File: config.mk
export PLATFORM = sky130hd
export DESIGN_NAME = hazard_forwarding_unit
export DESIGN_NICKNAME = d
export VERILOG_FILES = /design/src/rtl/hazard_forwarding_unit.sv
export SDC_FILE = /design/constraint.sdc
export NUM_CORES = 1
export LEC_CHECK = 0
export CAP_MARGIN = 15
export CORE_MARGIN = 5
export CORE_UTILIZATION = 42
export CTS_CLUSTER_DIAMETER = 40
export DETAILED_ROUTE_END_ITERATION = 12
export PLACE_DENSITY = 0.76
export SYNTH_ARGS = -nofsm -noshare
export SYNTH_HDL_FRONTEND = slang
export SYNTH_SLANG_ARGS = --single-unit
File: constraint.sdc
create_clock -name CLK -period 1.95 [get_ports CLK]
set_clock_uncertainty 0.1 [all_clocks]
set_input_delay 0.2925 -clock CLK [delete_from_list [all_inputs] [get_ports CLK]]
set_output_delay 0.2925 -clock CLK [all_outputs]
set_load 0.005 [all_outputs]
File: src/rtl/hazard_forwarding_unit.sv
// -----------------------------------------------------------------------------
// hazard_forwarding_unit
//
// Execution-stage controller for a pipeline with stages
// IF / ID / EX / DM1 / DM2 / DM3 / WB.
//
// What it does:
//   - Keeps a shadow copy of the destination register of every in-flight
//     instruction, from EX down to WB.
//   - Decides, while an instruction is still in decode, where each of its two
//     ALU operands must come from once it reaches EX.
//   - Registers those decisions so they line up with that instruction in EX.
//   - Detects load-use hazards and stalls decode until the load data reaches
//     WB. A bubble is injected into EX for every stall cycle.
//   - Honours a branch-taken flush and a global data-cache freeze.
//
// Operand select encoding (both muxes):
//   0 = register file      1 = PC (mux 1) / immediate (mux 2)
//   2 = DM1                3 = DM2
//   4 = DM3                5 = WB
//   Codes 6 and 7 are never produced.
//
// Optional feature:
//   HAZARD_STATS_EN  When defined, STALL_COUNT counts the load-use stall
//                    cycles, wrapping at 2^32. When undefined, STALL_COUNT is
//                    tied to 0 and no counter flops exist.
//
// Parameters:
//   HIGH  active level of all control strobes (inputs and outputs)
//
// Ports:
//   CLK                    in   1   pipeline clock
//   RST                    in   1   asynchronous, active-high reset
//   CACHE_STALL            in   1   global freeze from data cache
//   FLUSH                  in   1   branch taken in EX; kill decode instr
//   RS1_ADDRESS            in   5   decode-stage rs1
//   RS2_ADDRESS            in   5   decode-stage rs2
//   RS1_READ               in   1   decode instr reads rs1
//   RS2_READ               in   1   decode instr reads rs2
//   OP1_IS_PC              in   1   operand 1 is PC (AUIPC/JAL)
//   OP2_IS_IMM             in   1   operand 2 is immediate
//   RD_ADDRESS             in   5   decode-stage rd
//   RD_WRITE_ENABLE        in   1   decode instr writes rd
//   IS_LOAD                in   1   decode instr is a load
//   ALU_IN1_MUX_SELECT     out  3   registered operand-1 select to EX
//   ALU_IN2_MUX_SELECT     out  3   registered operand-2 select to EX
//   STALL_DECODE           out  1   hold PC/IF/ID this cycle
//   CLEAR_EXECUTION_STAGE  out  1   insert bubble into EX at next edge
//   STALL_COUNT            out  32  load-use stall cycles (feature only)
// -----------------------------------------------------------------------------
module hazard_forwarding_unit #(
   parameter logic HIGH = 1'b1
) (
   input  logic        CLK,
   input  logic        RST,
   input  logic        CACHE_STALL,
   input  logic        FLUSH,
   input  logic [4:0]  RS1_ADDRESS,
   input  logic [4:0]  RS2_ADDRESS,
   input  logic        RS1_READ,
   input  logic        RS2_READ,
   input  logic        OP1_IS_PC,
   input  logic        OP2_IS_IMM,
   input  logic [4:0]  RD_ADDRESS,
   input  logic        RD_WRITE_ENABLE,
   input  logic        IS_LOAD,
   output logic [2:0]  ALU_IN1_MUX_SELECT,
   output logic [2:0]  ALU_IN2_MUX_SELECT,
   output logic        STALL_DECODE,
   output logic        CLEAR_EXECUTION_STAGE,
   output logic [31:0] STALL_COUNT
);

   localparam logic [2:0] SEL_REGFILE = 3'd0;
   localparam logic [2:0] SEL_PC_IMM  = 3'd1;
   localparam logic [2:0] SEL_DM1     = 3'd2;
   localparam logic [2:0] SEL_DM2     = 3'd3;
   localparam logic [2:0] SEL_DM3     = 3'd4;
   localparam logic [2:0] SEL_WB      = 3'd5;

   // Result of looking one source register up in the shadow pipe.
   typedef struct packed {
      logic       hazard;   // youngest producer is a load whose data is not ready
      logic [2:0] sel;      // forwarding select, ignoring PC/IMM overrides
   } fwd_t;

   // Shadow pipe: _p0 = EX, _p1 = DM1, _p2 = DM2, _p3 = DM3, _p4 = WB.
   logic       vld_p0, vld_p1, vld_p2, vld_p3, vld_p4;
   logic [4:0] rd_p0, rd_p1, rd_p2, rd_p3, rd_p4;
   logic       ld_p0, ld_p1, ld_p2, ld_p3, ld_p4;

   logic [4:0]       vld_vec;
   logic [4:0][4:0]  rd_vec;
   logic [4:0]       ld_vec;

   // Strobes normalised to positive logic.
   logic cache_stall;
   logic flush;
   logic rs1_read;
   logic rs2_read;
   logic op1_is_pc;
   logic op2_is_imm;
   logic rd_write_enable;
   logic is_load;

   fwd_t       fwd1;
   fwd_t       fwd2;
   logic       load_use;
   logic       kill_ex;
   logic       dest_valid;
   logic [2:0] next_sel1;
   logic [2:0] next_sel2;
   logic [2:0] sel1_q;
   logic [2:0] sel2_q;

   // Select for a producer found in shadow slot `slot` while the consumer is
   // in decode: one edge later the producer has moved one slot further on,
   // and that slot's result bus is what the consumer must pick up in EX.
   // A producer already in WB has written the (write-through) register file.
   function automatic logic [2:0] slot_to_sel(input logic [2:0] slot);
      logic [2:0] sel;
      case (slot)
         3'd0:    sel = SEL_DM1;
         3'd1:    sel = SEL_DM2;
         3'd2:    sel = SEL_DM3;
         3'd3:    sel = SEL_WB;
         default: sel = SEL_REGFILE;
      endcase
      return sel;
   endfunction

   // Youngest matching slot wins. Load data only exists on the WB bus, so a
   // load found in EX, DM1 or DM2 cannot be forwarded yet.
   function automatic fwd_t lookup(
      input logic            rd_en,
      input logic [4:0]      rs,
      input logic [4:0]      vld,
      input logic [4:0][4:0] rd,
      input logic [4:0]      ld
   );
      fwd_t       res;
      logic [2:0] hit_slot;
      logic       hit;
      hit      = 1'b0;
      hit_slot = 3'd0;
      if (rd_en && (rs != 5'd0)) begin
         if (vld[0] && (rd[0] == rs)) begin
            hit      = 1'b1;
            hit_slot = 3'd0;
         end else if (vld[1] && (rd[1] == rs)) begin
            hit      = 1'b1;
            hit_slot = 3'd1;
         end else if (vld[2] && (rd[2] == rs)) begin
            hit      = 1'b1;
            hit_slot = 3'd2;
         end else if (vld[3] && (rd[3] == rs)) begin
            hit      = 1'b1;
            hit_slot = 3'd3;
         end else if (vld[4] && (rd[4] == rs)) begin
            hit      = 1'b1;
            hit_slot = 3'd4;
         end
      end
      res.sel    = hit ? slot_to_sel(hit_slot) : SEL_REGFILE;
      res.hazard = hit && ld[hit_slot] && (hit_slot <= 3'd2);
      return res;
   endfunction

   assign cache_stall     = (CACHE_STALL     == HIGH);
   assign flush           = (FLUSH           == HIGH);
   assign rs1_read        = (RS1_READ        == HIGH);
   assign rs2_read        = (RS2_READ        == HIGH);
   assign op1_is_pc       = (OP1_IS_PC       == HIGH);
   assign op2_is_imm      = (OP2_IS_IMM      == HIGH);
   assign rd_write_enable = (RD_WRITE_ENABLE == HIGH);
   assign is_load         = (IS_LOAD         == HIGH);

   assign vld_vec = {vld_p4, vld_p3, vld_p2, vld_p1, vld_p0};
   assign rd_vec  = {rd_p4,  rd_p3,  rd_p2,  rd_p1,  rd_p0};
   assign ld_vec  = {ld_p4,  ld_p3,  ld_p2,  ld_p1,  ld_p0};

   // ---- decode: hazard detection and next operand selects ----
   always_comb begin
      fwd1 = lookup(rs1_read, RS1_ADDRESS, vld_vec, rd_vec, ld_vec);
      fwd2 = lookup(rs2_read, RS2_ADDRESS, vld_vec, rd_vec, ld_vec);
      load_use = fwd1.hazard | fwd2.hazard;

      // PC / immediate operands never come from the register path.
      next_sel1 = op1_is_pc  ? SEL_PC_IMM : fwd1.sel;
      next_sel2 = op2_is_imm ? SEL_PC_IMM : fwd2.sel;

      // Either a flush or a load-use bubble turns the EX entry into a no-op.
      kill_ex = flush | load_use;

      // Writes to x0 are never tracked, so x0 can never be forwarded.
      dest_valid = rd_write_enable && (RD_ADDRESS != 5'd0);
   end

   assign STALL_DECODE          = (load_use | cache_stall) ? HIGH : ~HIGH;
   assign CLEAR_EXECUTION_STAGE = (!cache_stall && kill_ex) ? HIGH : ~HIGH;

   // ---- decode -> EX: shadow-pipe valids and registered selects ----
   always_ff @(posedge CLK or posedge RST) begin
      if (RST) begin
         vld_p0 <= 1'b0;
         vld_p1 <= 1'b0;
         vld_p2 <= 1'b0;
         vld_p3 <= 1'b0;
         vld_p4 <= 1'b0;
         sel1_q <= SEL_REGFILE;
         sel2_q <= SEL_REGFILE;
      end else if (!cache_stall) begin
         vld_p0 <= kill_ex ? 1'b0 : dest_valid;
         vld_p1 <= vld_p0;
         vld_p2 <= vld_p1;
         vld_p3 <= vld_p2;
         vld_p4 <= vld_p3;
         sel1_q <= kill_ex ? SEL_REGFILE : next_sel1;
         sel2_q <= kill_ex ? SEL_REGFILE : next_sel2;
      end
   end

   // ---- shadow-pipe payload: qualified by the valids, so no reset ----
   always_ff @(posedge CLK) begin
      if (!cache_stall) begin
         rd_p0 <= RD_ADDRESS;
         ld_p0 <= is_load;
         rd_p1 <= rd_p0;
         ld_p1 <= ld_p0;
         rd_p2 <= rd_p1;
         ld_p2 <= ld_p1;
         rd_p3 <= rd_p2;
         ld_p3 <= ld_p2;
         rd_p4 <= rd_p3;
         ld_p4 <= ld_p3;
      end
   end

   assign ALU_IN1_MUX_SELECT = sel1_q;
   assign ALU_IN2_MUX_SELECT = sel2_q;

`ifdef HAZARD_STATS_EN
   logic [31:0] stall_cnt;

   // Counts only stall cycles that actually insert a load-use bubble: a
   // frozen cycle repeats nothing, and a flushed one discards the consumer.
   always_ff @(posedge CLK or posedge RST) begin
      if (RST) begin
         stall_cnt <= 32'd0;
      end else if (load_use && !cache_stall && !flush) begin
         stall_cnt <= stall_cnt + 32'd1;
      end
   end

   assign STALL_COUNT = stall_cnt;
`else
   assign STALL_COUNT = 32'd0;
`endif

endmodule

Figure 1. Met1 routing (run 1).
Bar = 20 um.
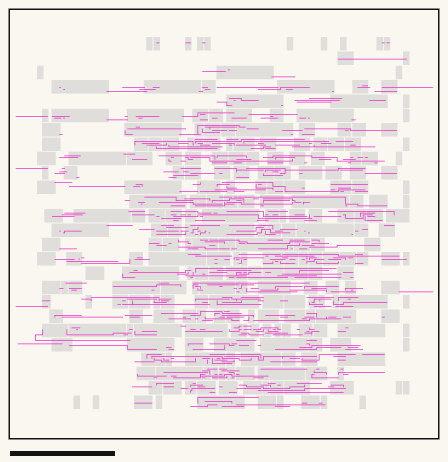
The wires run mostly horizontal. The longest straight run is 26.7 um. The layer carries 2140 um of wire. The layer holds 40% of the routed length. 236 nets have wire on it.
grt met1 use: 20.2%
Vias: 1638
Routed WL: 5.29 mm

Figure 2. Metal 2 (run 1).
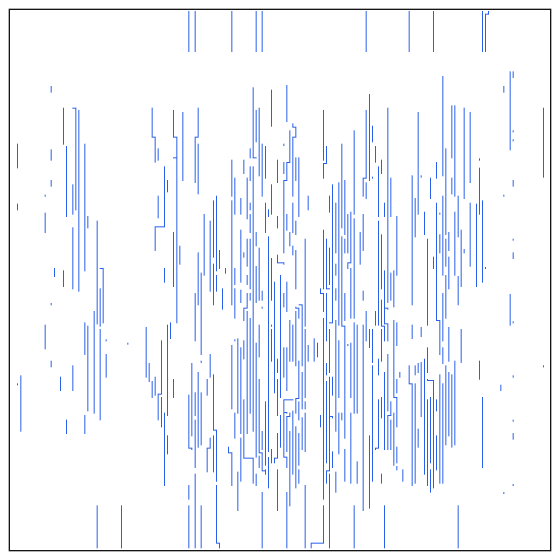
The layer carries 2620 um of wire. The wires run mostly vertical. The layer holds 50% of the routed length.
grt met2 use: 27.2%

==> CHANGELOG.md, run 1 <==
### Physical design

* Nets@finish at 293
* WL per Instance at between 15 and 20 um
* Fraction of registers with async set/reset at 30.3%
* Worst reg2reg endpoint: ALU_IN1_MUX_SELECT[2]
* # setup viols final at 9
* MUX area fraction at 2.06%
* Post-Syn Instances at approximately 190
* Simple-gate share of the synthesized area at 11.2%
* Sequential logic power at 852 uW
* Failing checks: negative setup slack
* Clk cell area share at 3.62%
* Outcome: complete, but fails checks
* Critical Path RT at about 1.6 ns
* Hold slack at approximately 0.18 ns
* Pre-CTS setup slack at -1.18 ns
* Mapped Avg Cell Area at 11.0 sq um
* Crit path buf inv count at 4
* CP top delay family: buffers and inverters
* Top-area cell share at 32.4%
* Post-synthesis register bit count at 33
* PostCTS Resize Cnt at 30
* CP Data Arrival Time at 2.32 ns
* Fmax achieved at roughly 370 MHz
* Max-cap check violation count at 0
* Post-synth EDFFs at 23
* Clock network fraction of total power at 34.5%
* Seq_cells at 33
* Setup ws final at -0.764 ns
* Gpl congestion at 0.885
* Library cells used by synthesis at 39
* Initial antenna violation count at 0
* Reg2reg path depth at 11
* # Taps at 70
* DRC violations left at 0
* CP max FO at 3
* Area Growth Syn to Fin at 38.0%
* Largest net degree at the start of global routing at 18
* R2r setup slk at -0.45 ns
* Period utilization at 139%
* I/O pins at 65
* Routed wl met2 at 2.62 mm
* Dominant kind of cell by area: combinational gates
* DP Area at 0.00263 sq mm
* CTS Hold Bufs at 0
* Pwr/cell area at roughly 620 mW/mm^2
* Endpoint type of the worst setup path: output port
* Std cell rows at 26
* Met3 WL at 434 um
* Xor/xnor share at 16.4%
* Fill count at 431
* Core area at about 0.0050 sq mm
* Post-synth top cells: buf_4, xor2_1, edfxtp_1, xnor2_1, nand2_1
Figure 3. Metal 3 (run 1).
Bar = 20 um.
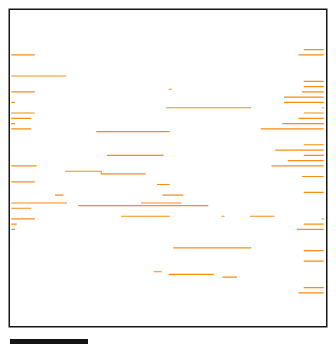
The layer carries 434 um of wire. 51 nets have wire on it.

Figure 4. The clock network (run 1).
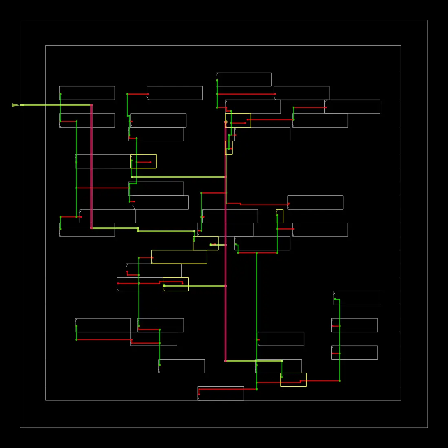
Worst-Skew Late Latency: 0.29 ns
clock buffer count: 6
clk pwr: 632 uW
CTS Sinks: 33

==> inputs of run 2 (changes only) <==
--- a/config.mk
+++ b/config.mk
@@ -7,10 +7,10 @@
 export LEC_CHECK = 0
 export CAP_MARGIN = 15
 export CORE_MARGIN = 5
-export CORE_UTILIZATION = 42
+export CORE_UTILIZATION = 37
 export CTS_CLUSTER_DIAMETER = 40
 export DETAILED_ROUTE_END_ITERATION = 12
-export PLACE_DENSITY = 0.76
+export PLACE_DENSITY = 0.68
 export SYNTH_ARGS = -nofsm -noshare
 export SYNTH_HDL_FRONTEND = slang
 export SYNTH_SLANG_ARGS = --single-unit
==> constraint.sdc (replaced) <==
create_clock -name CLK -period 2.2 [get_ports CLK]
set_clock_uncertainty 0.1 [all_clocks]
set_input_delay 0.22 -clock CLK [delete_from_list [all_inputs] [get_ports CLK]]
set_output_delay 0.22 -clock CLK [all_outputs]
set_load 0.005 [all_outputs]
Figure 5. Metal 3 (run 2).
Bar = 20 um.
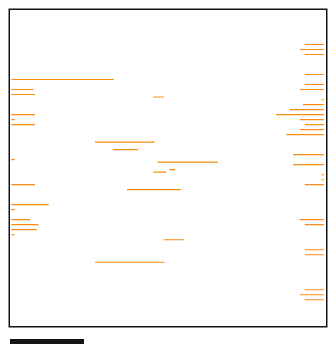
The longest straight run is 27.6 um. The wires run mostly horizontal. The layer carries 317 um of wire. The layer holds 6.7% of the routed length. 44 nets have wire on it.
Routed WL: 4.70 mm
met3 Use GR: 3.94%
Vias: 1517

==> run 2 against run 1 <==
Net effect: the run still ends with negative setup slack left; sequential cell count unchanged; final cell count decreased by 3.2%; critical path depth unchanged; synthesized area unchanged.
==> CHANGELOG.md, run 2 <==
### Physical design

* Pre-CTS setup slack at -0.840 ns (+0.335 ns)
* Total power at about 1.7 mW
* Bufs w/o clock at 67
* CTS Sinks at 33 (unchanged)
* Layout cells sized above 1 at ~28%
* Outcome: complete, but fails checks
* PostCTS Resize Cnt at 26 (-13%)
* Post-synth top cells: buf_4, xor2_1, edfxtp_1, xnor2_1, nand2_1
* Top-area cell share at 32.4% (unchanged)
* # Taps at 72 (+2.9%)
* Endpoint type of the worst setup path: output port
* Clock network fraction of total power at 39.5% (+5.0 points)
* Area Growth Syn to Fin at 32.6%
* Largest net degree at the start of global routing at 25 (+7)
* Postcts setup bufs at 8
* Grt met2 use at 21.1% (-6.1 points)
* Clock slew at reported path FFs at 0.07 ns
* DP Area at 0.00255 sq mm (-2.9%)
* CP max FO at 4 (+1)
* CP Data Arrival Time at 2.22 ns (-0.10 ns)
* Hold slack at 0.102 ns (-0.0754 ns)
* Worst reg2reg endpoint: ALU_IN2_MUX_SELECT[2]
* CTS Hold Bufs at 0 (unchanged)
* Top cell type by total area after synthesis: edfxtp_1
* Register fraction of the total cell area at 33.3%
* CP top delay family: buffers and inverters
* Multi-input combinational area share at 38.1%
* Reg2reg path depth at 9 (-2)
* Setup ws final at -0.337 ns (+0.427 ns)
* Library cells used by synthesis at 39 (unchanged)
* Sequential logic power at 756 uW (-11%)
* Met3 WL at 316 um (-27%)
* # setup viols final at 6 (-3)
* Period utilization at 115%
* Worst-Skew Late Latency at 0.29 ns (about the same)
* Setup TNS at -1.01 ns
* MUX area fraction at 2.06% (unchanged)
* Gpl congestion at 0.846 (-4.4%)
* R2r setup slk at -0.13 ns (+0.32 ns)
* Critical Path RT at 1.88 ns (+0.32 ns)
* WL per Instance at 14.3 um (-8.1%)
* Core area at 0.00554 sq mm (+11%)
* Crit path buf inv count at 3 (-1)
* Post-synthesis register bit count at 33 (unchanged)
* Post-synth EDFFs at 23 (unchanged)
* Nets@finish at 280 (-4.4%)
* Routed Antenna Nets at 0
* Failing checks: negative setup slack
* Fraction of registers with async set/reset at 30.3% (unchanged)
* Fill count at 511 (+19%)
* Post-Syn Instances at 194 (unchanged)
* I/O pins at 65 (unchanged)
* Grt met1 use at 17.1% (-3.1 points)
* Top cells excl fill/tap: buf_4, conb_1, clkdlybuf4s50_1
* Std cell rows at 27 (+3.8%)
* Overall Global Routing Usage at 13.2%
* DRC violations left at 0 (unchanged)
* Xor/xnor share at 16.4% (unchanged)
* Pwr/cell area at 608 mW/mm^2 (-2.4%)
* Mapped Avg Cell Area at 11.0 sq um (unchanged)
Figure 6. The clock network (run 2).
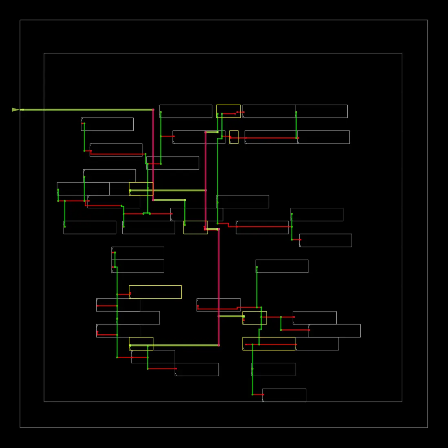
clock buffer count: 5
seq_cells: 33
clk pwr: 680 uW
CTS Buf Count: 5

Power and IR drop assume default switching activity.
